===== config.mk =====
export PLATFORM = sky130hd
export DESIGN_NAME = sysid_check_master
export DESIGN_NICKNAME = d
export VERILOG_FILES = /design/src/rtl/sysid_pkg.sv /design/src/rtl/sysid_check_master_timer.sv /design/src/rtl/sysid_check_master.sv
export SDC_FILE = /design/constraint.sdc
export NUM_CORES = 1
export LEC_CHECK = 0
export CAP_MARGIN = 0
export CELL_PAD_IN_SITES_DETAIL_PLACEMENT = 1
export CELL_PAD_IN_SITES_GLOBAL_PLACEMENT = 2
export CORE_UTILIZATION = 34
export DETAILED_ROUTE_END_ITERATION = 10
export PLACE_DENSITY_LB_ADDON = 0.1
export SLEW_MARGIN = 5
export SYNTH_ARGS = -nofsm -noshare
export SYNTH_HDL_FRONTEND = slang
export SYNTH_HIERARCHICAL = 1
export SYNTH_SLANG_ARGS = --single-unit

===== constraint.sdc =====
create_clock -name clk -period 4.7 [get_ports clk]
set_input_delay 0.94 -clock clk [delete_from_list [all_inputs] [get_ports clk]]
set_output_delay 0.94 -clock clk [all_outputs]
set_load 0.01 [all_outputs]

===== src/rtl/sysid_pkg.sv =====
// Shared types and constants for the system-ID check master.
package sysid_pkg;

  typedef enum logic [2:0] {
    IDLE,
    RD_ID,
    WAIT_ID,
    RD_TS,
    WAIT_TS,
    COMPARE
  } state_e;

  localparam logic SYSID_ADDR_ID = 1'b0;
  localparam logic SYSID_ADDR_TS = 1'b1;

  localparam logic [31:0] DEF_EXPECTED_ID = 32'd40899754;
  localparam logic [31:0] DEF_EXPECTED_TS = 32'd1242736836;

  function automatic logic is_read_state(state_e s);
    return (s == RD_ID) || (s == WAIT_ID) || (s == RD_TS) || (s == WAIT_TS);
  endfunction

endpackage


===== src/rtl/sysid_check_master_timer.sv =====
// Per-read timeout down-counter with terminal-count expire, plus whole-sequence retry counter.
module avm_read_timer #(
  parameter int unsigned TIMEOUT_CYCLES = 255,
  parameter int unsigned MAX_RETRIES    = 3
) (
  input  logic clk,
  input  logic reset,
  input  logic clear_i,
  input  logic run_i,
  input  logic retry_clr_i,
  input  logic retry_inc_i,
  output logic expire_o,
  output logic retry_avail_o
);

  // Loading TIMEOUT_CYCLES-1 makes the terminal count land on the last allowed cycle.
  localparam logic [7:0] TC_LOAD = 8'(TIMEOUT_CYCLES - 1);

  logic [7:0] cnt_q, cnt_d;
  logic [2:0] retry_q, retry_d;

  always_comb begin
    cnt_d   = cnt_q;
    retry_d = retry_q;
    if (clear_i)
      cnt_d = TC_LOAD;
    else if (run_i && (cnt_q != 8'd0))
      cnt_d = cnt_q - 8'd1;
    if (retry_clr_i)
      retry_d = 3'd0;
    else if (retry_inc_i)
      retry_d = retry_q + 3'd1;
  end

  always_ff @(posedge clk or posedge reset) begin
    if (reset) begin
      cnt_q   <= 8'd0;
      retry_q <= 3'd0;
    end else begin
      cnt_q   <= cnt_d;
      retry_q <= retry_d;
    end
  end

  assign expire_o      = run_i && (cnt_q == 8'd0);
  assign retry_avail_o = retry_q < 3'(MAX_RETRIES);

endmodule


===== src/rtl/sysid_check_master.sv =====
// Avalon-MM read master: fetches system ID and build timestamp, compares against expected
// constants and reports match/timeout. FSM lives here; timing/retry counting in avm_read_timer.
module sysid_check_master
  import sysid_pkg::*;
#(
  parameter logic [31:0] EXPECTED_ID    = DEF_EXPECTED_ID,
  parameter logic [31:0] EXPECTED_TS    = DEF_EXPECTED_TS,
  parameter int unsigned TIMEOUT_CYCLES = 255,
  parameter int unsigned MAX_RETRIES    = 3,
  parameter bit          AUTO_START     = 1'b1
) (
  input  logic        clk,
  input  logic        reset,
  input  logic        start,
  output logic        avm_address,
  output logic        avm_read,
  input  logic        avm_waitrequest,
  input  logic        avm_readdatavalid,
  input  logic [31:0] avm_readdata,
  output logic        busy,
  output logic        done,
  output logic        id_ok,
  output logic        ts_ok,
  output logic        timeout_err,
  output logic [31:0] id_value,
  output logic [31:0] ts_value
);

  state_e      state_q, state_d;
  logic        gap_q, gap_d;
  logic        auto_q, auto_d;
  logic        id_ok_q, id_ok_d, ts_ok_q, ts_ok_d, tmo_q, tmo_d;
  logic [31:0] id_val_q, id_val_d, ts_val_q, ts_val_d;
  logic        t_clear, t_run, t_expire, r_clr, r_inc, r_avail, data_taken;

  avm_read_timer #(
    .TIMEOUT_CYCLES(TIMEOUT_CYCLES),
    .MAX_RETRIES   (MAX_RETRIES)
  ) u_timer (
    .clk          (clk),
    .reset        (reset),
    .clear_i      (t_clear),
    .run_i        (t_run),
    .retry_clr_i  (r_clr),
    .retry_inc_i  (r_inc),
    .expire_o     (t_expire),
    .retry_avail_o(r_avail)
  );

  // gap_q marks the one idle cycle in RD_ID that separates retry attempts.
  assign t_run = is_read_state(state_q) && !gap_q;

  always_comb begin
    state_d     = state_q;
    gap_d       = gap_q;
    auto_d      = auto_q;
    id_ok_d     = id_ok_q;
    ts_ok_d     = ts_ok_q;
    tmo_d       = tmo_q;
    id_val_d    = id_val_q;
    ts_val_d    = ts_val_q;
    avm_address = SYSID_ADDR_ID;
    avm_read    = 1'b0;
    done        = 1'b0;
    t_clear     = 1'b0;
    r_clr       = 1'b0;
    r_inc       = 1'b0;
    data_taken  = 1'b0;
    unique case (state_q)
      IDLE: begin
        if (start || auto_q) begin
          auto_d  = 1'b0;
          id_ok_d = 1'b0;
          ts_ok_d = 1'b0;
          tmo_d   = 1'b0;
          r_clr   = 1'b1;
          t_clear = 1'b1;
          state_d = RD_ID;
        end
      end
      RD_ID: begin
        if (gap_q) begin
          gap_d = 1'b0;
        end else begin
          avm_read = 1'b1;
          if (!avm_waitrequest) begin
            if (avm_readdatavalid) begin
              id_val_d   = avm_readdata;
              data_taken = 1'b1;
              t_clear    = 1'b1;
              state_d    = RD_TS;
            end else begin
              state_d = WAIT_ID;
            end
          end
        end
      end
      WAIT_ID: begin
        if (avm_readdatavalid) begin
          id_val_d   = avm_readdata;
          data_taken = 1'b1;
          t_clear    = 1'b1;
          state_d    = RD_TS;
        end
      end
      RD_TS: begin
        avm_address = SYSID_ADDR_TS;
        avm_read    = 1'b1;
        if (!avm_waitrequest) begin
          if (avm_readdatavalid) begin
            ts_val_d   = avm_readdata;
            data_taken = 1'b1;
            state_d    = COMPARE;
          end else begin
            state_d = WAIT_TS;
          end
        end
      end
      WAIT_TS: begin
        avm_address = SYSID_ADDR_TS;
        if (avm_readdatavalid) begin
          ts_val_d   = avm_readdata;
          data_taken = 1'b1;
          state_d    = COMPARE;
        end
      end
      COMPARE: begin
        id_ok_d = (id_val_q == EXPECTED_ID);
        ts_ok_d = (ts_val_q == EXPECTED_TS);
        done    = 1'b1;
        state_d = IDLE;
      end
      default: state_d = IDLE;
    endcase

    // Data arriving on the expiring cycle is kept and the timeout is dropped.
    if (t_expire && !data_taken) begin
      if (r_avail) begin
        r_inc   = 1'b1;
        t_clear = 1'b1;
        gap_d   = 1'b1;
        state_d = RD_ID;
      end else begin
        tmo_d   = 1'b1;
        done    = 1'b1;
        state_d = IDLE;
      end
    end
  end

  always_ff @(posedge clk or posedge reset) begin
    if (reset) begin
      state_q  <= IDLE;
      gap_q    <= 1'b0;
      auto_q   <= AUTO_START;
      id_ok_q  <= 1'b0;
      ts_ok_q  <= 1'b0;
      tmo_q    <= 1'b0;
      id_val_q <= 32'd0;
      ts_val_q <= 32'd0;
    end else begin
      state_q  <= state_d;
      gap_q    <= gap_d;
      auto_q   <= auto_d;
      id_ok_q  <= id_ok_d;
      ts_ok_q  <= ts_ok_d;
      tmo_q    <= tmo_d;
      id_val_q <= id_val_d;
      ts_val_q <= ts_val_d;
    end
  end

  assign busy        = (state_q != IDLE);
  assign id_ok       = id_ok_q;
  assign ts_ok       = ts_ok_q;
  assign timeout_err = tmo_q;
  assign id_value    = id_val_q;
  assign ts_value    = ts_val_q;

endmodule

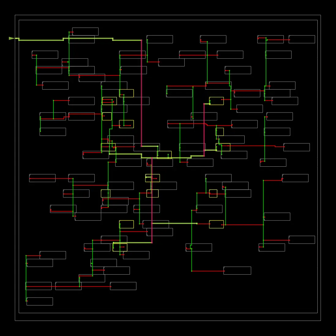
(images/clocks.png)
total CTS buffers: 9
clock buffer count: 11
Worst Skew: 0.0187 ns
Sink Count: 83

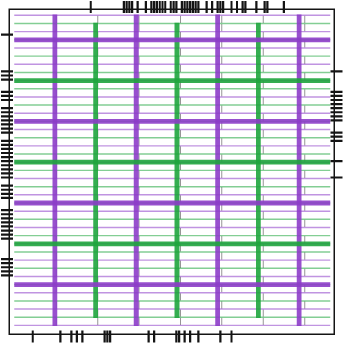
(images/power_grid.png)
Scale: 3 px per um. Pins as bars on the die edge. Tap cells in grey.
purple -> VSS
green -> VDD
tap cells = 140
met1 rails = 39
met5 straps = 7
signal pins = 108
rows = 38

==> impl_metrics.py <==
# Synthesis and PnR figures
metrics = {
    "synthesis": {
        "common_cells": "dfrtp_1 (82), mux2_4 (35), mux2_2 (30)",
        "ys_sh_aoi": 0.0624,
        "postSynthSeqShare": 0.545,
        "synth-seq-cells": 83,
        "topCombFamilyByArea": "multiplexers",
        "synthCells": 277,
        "postSynth.asyncResetShare": 1.00,
        "top_cell": "dfrtp_1",
        "syn_area_um2": 3810,
    },
    "worst_setup_path": {
        "endpoint": "done",
        "r2r_end": "u_timer/cnt_q[1]$_DFFE_PP0P_",
        "crit_fanout": 7,
        "r2r_start": "u_timer/cnt_q[2]$_DFFE_PP0P_",
        "endpoint_kind": "output pin",
    },
    "final_timing": {
        "rsz0062_at_grt": "false",
        "min_period_ns": 3.98,
        "worst_pin_slew_ns": 0.835,
        "fin_setup_tns_ns": 0,
    },
    "die": {
        "rows": 38,
        "ioPinCount": 108,
        "core_area_um2": 10900,
        "die_w_um": 108,
        "die-area_um2": 11600,
    },
    "clock_network": {
        "path_clk_slew_ns": 0.09,
        "holdBufCountCts": 0,
        "ctsRootBufferMaster": "clkbuf_8",
    },
    "power_and_ir_drop": {
        "total_power_mw": 3.49,
        "p_comb_frac": 0.476,
        "power_switching_mw": 1.19,
        "p_clk_frac": 0.143,
        "seq-power_mw": 1.33,
    },
    "detailed_routing": {
        "remaining_drc_errors": 0,
        "drt_wl_total_um": 9570,
        "route.detailed.wl_per_inst_um": 17.8,
        "drt.antenna.violating_nets": 0,
        "top_layer_used": "met4",
        "wl_met1_um": 4370,
        "wl_met3_um": 548,
        "via_count": 2650,
    },
    "outcome": {
        "status": "complete, no violations",
    },
    "finish": {
        "lay_top_count": "clkdlybuf4s50_1",
        "nets": 431,
        "final_core_util": 0.480,
    },
    "placement": {
        "place_congestion": 0.763,
        "dp_slack_ns": 0.789,
    },
    "global_route": {
        "use_met1": 0.238,
        "grt_remaining_overflow": 0,
        "grtUsageMet3": 0.0527,
        "grt_antenna_before_repair": 0,
    },
}
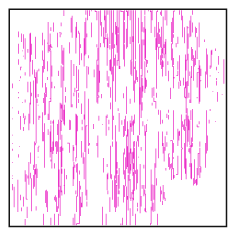
(images/layer_met2.png)
Scale: 2 px per um.
main direction = vertical
share of all routed wire = 47%

-- cell type report --
type	count	area, um^2	share of cell area
clock buffer	11	151	0.0290
clock inverter	5	43.8	0.00838
inverter	10	37.5	0.00718
multi-input combinational	175	1620	0.311
sequential	83	2080	0.398
tap	140	175	0.0335
timing repair buffer	113	1120	0.214
-- critical path: cells and delay by family (launching register included) --
family	cells	cell delay (ns)
AND-OR/OR-AND	1	0.22
AND/OR/NAND/NOR	4	1.44
buffers and inverters	1	0.58
flip-flops	1	0.45
-- logic make-up (layout without fill, tap and decap cells) --
family | after synthesis | after routing
AOI/OAI and AO/OA | 32 | 32
xor gates and xnor gates | 3 | 3
adders and majority gates | 2 | 2
buffers and inverters | 19 | 139
DFF | 83 | 83
muxes | 67 | 67
and+or+nand+nor | 71 | 71
